<file path="config.mk">
export PLATFORM = sky130hd
export DESIGN_NAME = render_scan_controller
export DESIGN_NICKNAME = d
export VERILOG_FILES = /design/src/rtl/render_scan_controller.sv
export SDC_FILE = /design/constraint.sdc
export NUM_CORES = 1
export LEC_CHECK = 0
export ABC_AREA = 0
export CORE_UTILIZATION = 35
export CTS_CLUSTER_DIAMETER = 80
export DETAILED_ROUTE_END_ITERATION = 6
export HOLD_SLACK_MARGIN = 0.03
export SLEW_MARGIN = 20
export SYNTH_ARGS = -nofsm -noshare
export SYNTH_HDL_FRONTEND = slang
export SYNTH_SLANG_ARGS = --single-unit
</file>
<file path="constraint.sdc">
create_clock -name clk -period 1.9 [get_ports clk]
set_input_delay 0.475 -clock clk [delete_from_list [all_inputs] [get_ports clk]]
set_output_delay 0.475 -clock clk [all_outputs]
set_load 0.01 [all_outputs]
</file>
<file path="src/rtl/render_scan_controller.sv">
// Frame scan controller: on a frameClk rising edge, rasters every pixel through the active
// renderer and streams coordinate/colour writes to the VGA adapter. Option: FRAME_OVERRUN_CNT_EN.
module render_scan_controller #(
    parameter int unsigned WIDTH  = 160,
    parameter int unsigned HEIGHT = 120
) (
    input  logic       clk,
    input  logic       resetn,
    input  logic       frameClk,
    input  logic [1:0] gameState,
    output logic [7:0] renderX,
    output logic [7:0] renderY,
    input  logic [2:0] colMenu,
    input  logic [2:0] colRun,
    input  logic [2:0] colPause,
    input  logic [2:0] colOver,
    output logic [7:0] vgaX,
    output logic [6:0] vgaY,
    output logic [2:0] vgaColor,
    output logic       vgaPlot,
    output logic       busy,
    output logic       frameDone
`ifdef FRAME_OVERRUN_CNT_EN
    ,
    output logic [7:0] overrunCount
`endif
);

    localparam logic [7:0] XLast = 8'(WIDTH - 1);
    localparam logic [7:0] YLast = 8'(HEIGHT - 1);

    typedef enum logic [1:0] {StIdle, StScan, StDrain} state_t;

    state_t     state;
    logic       frame_clk_prev;
    logic [1:0] cur_state;
    logic       frame_edge;

    assign frame_edge = frameClk & ~frame_clk_prev;
    assign busy       = (state != StIdle);

    always_ff @(posedge clk) begin
        if (!resetn) begin
            state          <= StIdle;
            frame_clk_prev <= 1'b1;  // a level held high through reset is not an edge
            cur_state      <= 2'd0;
            renderX        <= 8'd0;
            renderY        <= 8'd0;
            vgaX           <= 8'd0;
            vgaY           <= 7'd0;
            vgaPlot        <= 1'b0;
            frameDone      <= 1'b0;
        end else begin
            frame_clk_prev <= frameClk;
            frameDone      <= 1'b0;
            vgaPlot        <= 1'b0;
            case (state)
                StIdle: begin
                    if (frame_edge) begin
                        cur_state <= gameState;
                        renderX   <= 8'd0;
                        renderY   <= 8'd0;
                        state     <= StScan;
                    end
                end
                StScan: begin
                    vgaX    <= renderX;
                    vgaY    <= renderY[6:0];
                    vgaPlot <= 1'b1;
                    if (renderX == XLast) begin
                        renderX <= 8'd0;
                        if (renderY == YLast) begin
                            renderY <= 8'd0;
                            state   <= StDrain;
                        end else begin
                            renderY <= renderY + 8'd1;
                        end
                    end else begin
                        renderX <= renderX + 8'd1;
                    end
                end
                StDrain: begin
                    state     <= StIdle;
                    frameDone <= 1'b1;
                end
                default: state <= StIdle;
            endcase
        end
    end

    // Renderer colours are registered, so they line up with the delayed write address.
    always_comb begin
        vgaColor = colMenu;
        unique case (cur_state)
            2'd0: vgaColor = colMenu;
            2'd1: vgaColor = colRun;
            2'd2: vgaColor = colPause;
            2'd3: vgaColor = colOver;
        endcase
    end

`ifdef FRAME_OVERRUN_CNT_EN
    always_ff @(posedge clk) begin
        if (!resetn) begin
            overrunCount <= 8'd0;
        end else if (frame_edge && busy && (overrunCount != 8'hFF)) begin
            overrunCount <= overrunCount + 8'd1;
        end
    end
`endif

endmodule
</file>
### Sequential cells coloured by netlist name

Scale bar: 20 um. Other sequential cells in the stronger grey, the rest of the logic in the fainter grey.
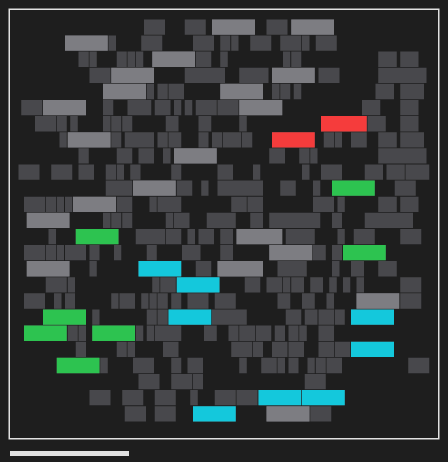
name in the netlist	colour	sequential cells
cur_state	red	2
vgaY	green	7
renderY	cyan	8
not coloured	21
flip-flop and latch area: 764 sq um
fin util: 53.7%

### Routing congestion

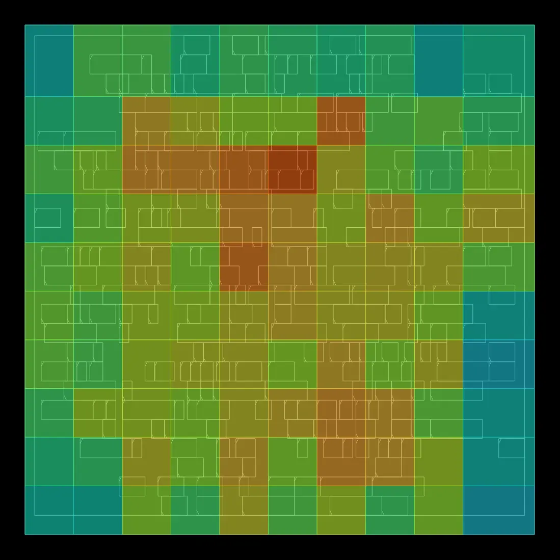
met2 routing resource usage after global routing: 28.0%
met3 global-route usage: 4.58%
mean routed wirelength per cell: 13.1 um
met1 track demand over resource: 25.1%

### Wiring by layer

Scale bar: 20 um. Two of the layers only.
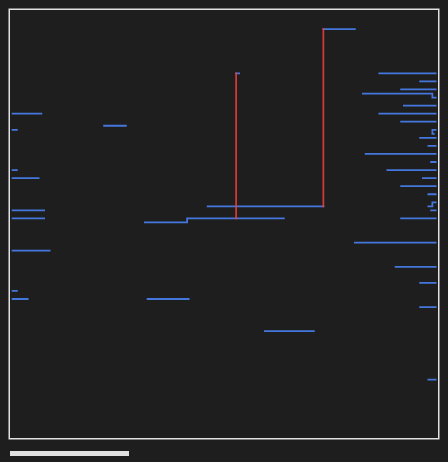
layer	colour	wire length
met4	red	54.4 um
met3	blue	221 um
GRT Util Overall: 18.1%
DRT Wirelength: 4430 um
total vias in the final route: 1669

==> results.txt <==
Implementation summary

After filler insertion, the fill cell instance count of the layout stands at 475. The data required time at the worst endpoint is 1420 ps. The flow ran to the end, and the final reports show no timing, DRC or antenna violations.

The library cell contributing the largest single delay on the critical path is sky130_fd_sc_hd__clkdlybuf4s50_1. Per the run report, area growth between synthesis and finish was 47.0%. The instance area after placement is 2450 sq um. The post-layout period usage of the worst path is 97.5%.

The number of warnings issued by yosys is 0. Setup violations remaining at the end of the flow were counted as 0. The CTS log lists the clock sinks for this run as 38. The critical path's largest stage delay is 600 ps.

The die is 72.2 um wide. The repair_antennas step left the layout with diodes totalling 0. According to the floorplan report, the die height is 72.2 um.

The number of I/O pins is 54. For this design the ratio of total power to cell area is 653 nW/um^2. In this run the tools logged warnings totalling 27. The core utilization at floorplan is 36.6%. At the pin with the least slew margin, the transition time is 457 ps.

The number of max-cap violations is 0. The number of antenna violations at the first check in global routing is 0. Sorting the Yosys area breakdown by cell type puts at the top sky130_fd_sc_hd__dfxtp_1. The cell sequence reported for the critical path is clkdlybuf4s50_1. After synthesis, the design contains 201 cells according to Yosys.

The CTS buffer count is 5. The critical path startpoint category is a flop. In this run the remaining antenna-violating nets after routing total 0.

The clock latency reported for the late side of the worst-skew pair is 280 ps. The synthesis run shows the most used standard cells to be sky130_fd_sc_hd__nand2_1, sky130_fd_sc_hd__dfxtp_1, sky130_fd_sc_hd__a21oi_1, sky130_fd_sc_hd__o21ai_0, sky130_fd_sc_hd__clkbuf_1. The yosys stat chip area is 1730 sq um.

The number of instances in the placed design is 330. The biggest fanout along the worst timing path is 9. Across all hold checks on the routed design, the worst slack comes to 454 ps.

Timing analysis after detailed placement gives a worst setup slack of -428 ps. The share of flip-flops with an asynchronous set or reset after synthesis is 0%. The quantity of I/O buffers inserted on ports is 53.
cells by family after synthesis:
| logic type | count (synthesis) | synth area share, % |
|---|---|---|
| AND/OR/NAND/NOR | 84 | 25.7 |
| AND-OR/OR-AND | 55 | 20.0 |
| flip-flops | 38 | 44.1 |
| buffers and inverters | 18 | 4.20 |
| multiplexers | 4 | 4.56 |
| adder cells (fa/ha/maj) | 2 | 1.45 |
through the flow:
stage | utilization, % | setup TNS, ps
final | 53.7 | 0
after global routing | 53.7 | -28.1
after detailed placement | 51.8 | -2670
after global placement | 51.8 | -3030
after CTS | 53.3 | 0
after floorplan | - | 0
worst register-to-register path: stages, from the launching register on:
cell	delay, ps
sky130_fd_sc_hd__dfxtp_1	460
sky130_fd_sc_hd__ha_1	290
sky130_fd_sc_hd__nand3_1	150
sky130_fd_sc_hd__or2_2	320
sky130_fd_sc_hd__or4_1	390
sky130_fd_sc_hd__o21ai_0	80
layout by cell type (no fill, tap or decap), types with 4 or more instances in the layout:
cell,count
sky130_fd_sc_hd__inv_1,6
sky130_fd_sc_hd__nor2_1,9
sky130_fd_sc_hd__dlygate4sd2_1,13
sky130_fd_sc_hd__nand3_1,8
sky130_fd_sc_hd__a21oi_1,26
sky130_fd_sc_hd__clkdlybuf4s50_1,37
sky130_fd_sc_hd__nand2_1,43
sky130_fd_sc_hd__or4b_1,4
sky130_fd_sc_hd__buf_4,23
sky130_fd_sc_hd__a22oi_1,4
sky130_fd_sc_hd__o21ai_0,11
sky130_fd_sc_hd__clkbuf_8,5
sky130_fd_sc_hd__dfxtp_1,35
path summary, 6_finish.rpt:
path / from / endpoint / slack, ps / cells after the start
max: renderY[2]$_SDFFE_PN0P_ / renderY[2] / 50 / 1
min: vgaX[5]$_SDFFE_PN0P_ / vgaX[5]$_SDFFE_PN0P_ / 450 / 2
max reg2reg: renderY[0]$_SDFFE_PN0P_ / renderY[6]$_SDFFE_PN0P_ / 140 / 5
min reg2reg: vgaX[5]$_SDFFE_PN0P_ / vgaX[5]$_SDFFE_PN0P_ / 450 / 2
repair_timing:
item                                    in CTS  in global routing
gates resized                               31                  3
pin swaps                                    0                  0
endpoints found under the setup margin       4                  6
buffers inserted                             0                  2
endpoints found under the hold margin        0                  0
flip-flops by register name, summed over array words and instances, names as in the netlist:
signal and flops:
cur_state 2, state 2, renderX 8, vgaPlot 1
vgaX 8, renderY 8, frameDone 1, vgaY 7
frame_clk_prev 1
metal layers:
metal	global-route usage, %	up-vias	routed length [um]
met3	4.58	4	220
li1	-	855	-
met2	28.0	46	1970
met5	0	-	0
met1	25.1	764	2190
met4	5.23	0	54
report_power, final:
part | internal [W] | switching, W | leakage, nW | total [W]
registers | 0.000816 | 0.0000203 | 0.308 | 0.000836
logic | 0.000146 | 0.000158 | 0.581 | 0.000304
clock network | 0.000253 | 0.000264 | 0.0383 | 0.000516
cell type report:
| class | instances | area share [%] |
|---|---|---|
| clock buffer | 7 | 3.01 |
| multi-input combinational | 145 | 35.5 |
| sequential | 38 | 30.1 |
| timing repair buffer | 76 | 27.2 |
| tap | 67 | 3.30 |
| inverter | 6 | 0.888 |
No activity file was given, so power comes from the tool's default toggle rates.
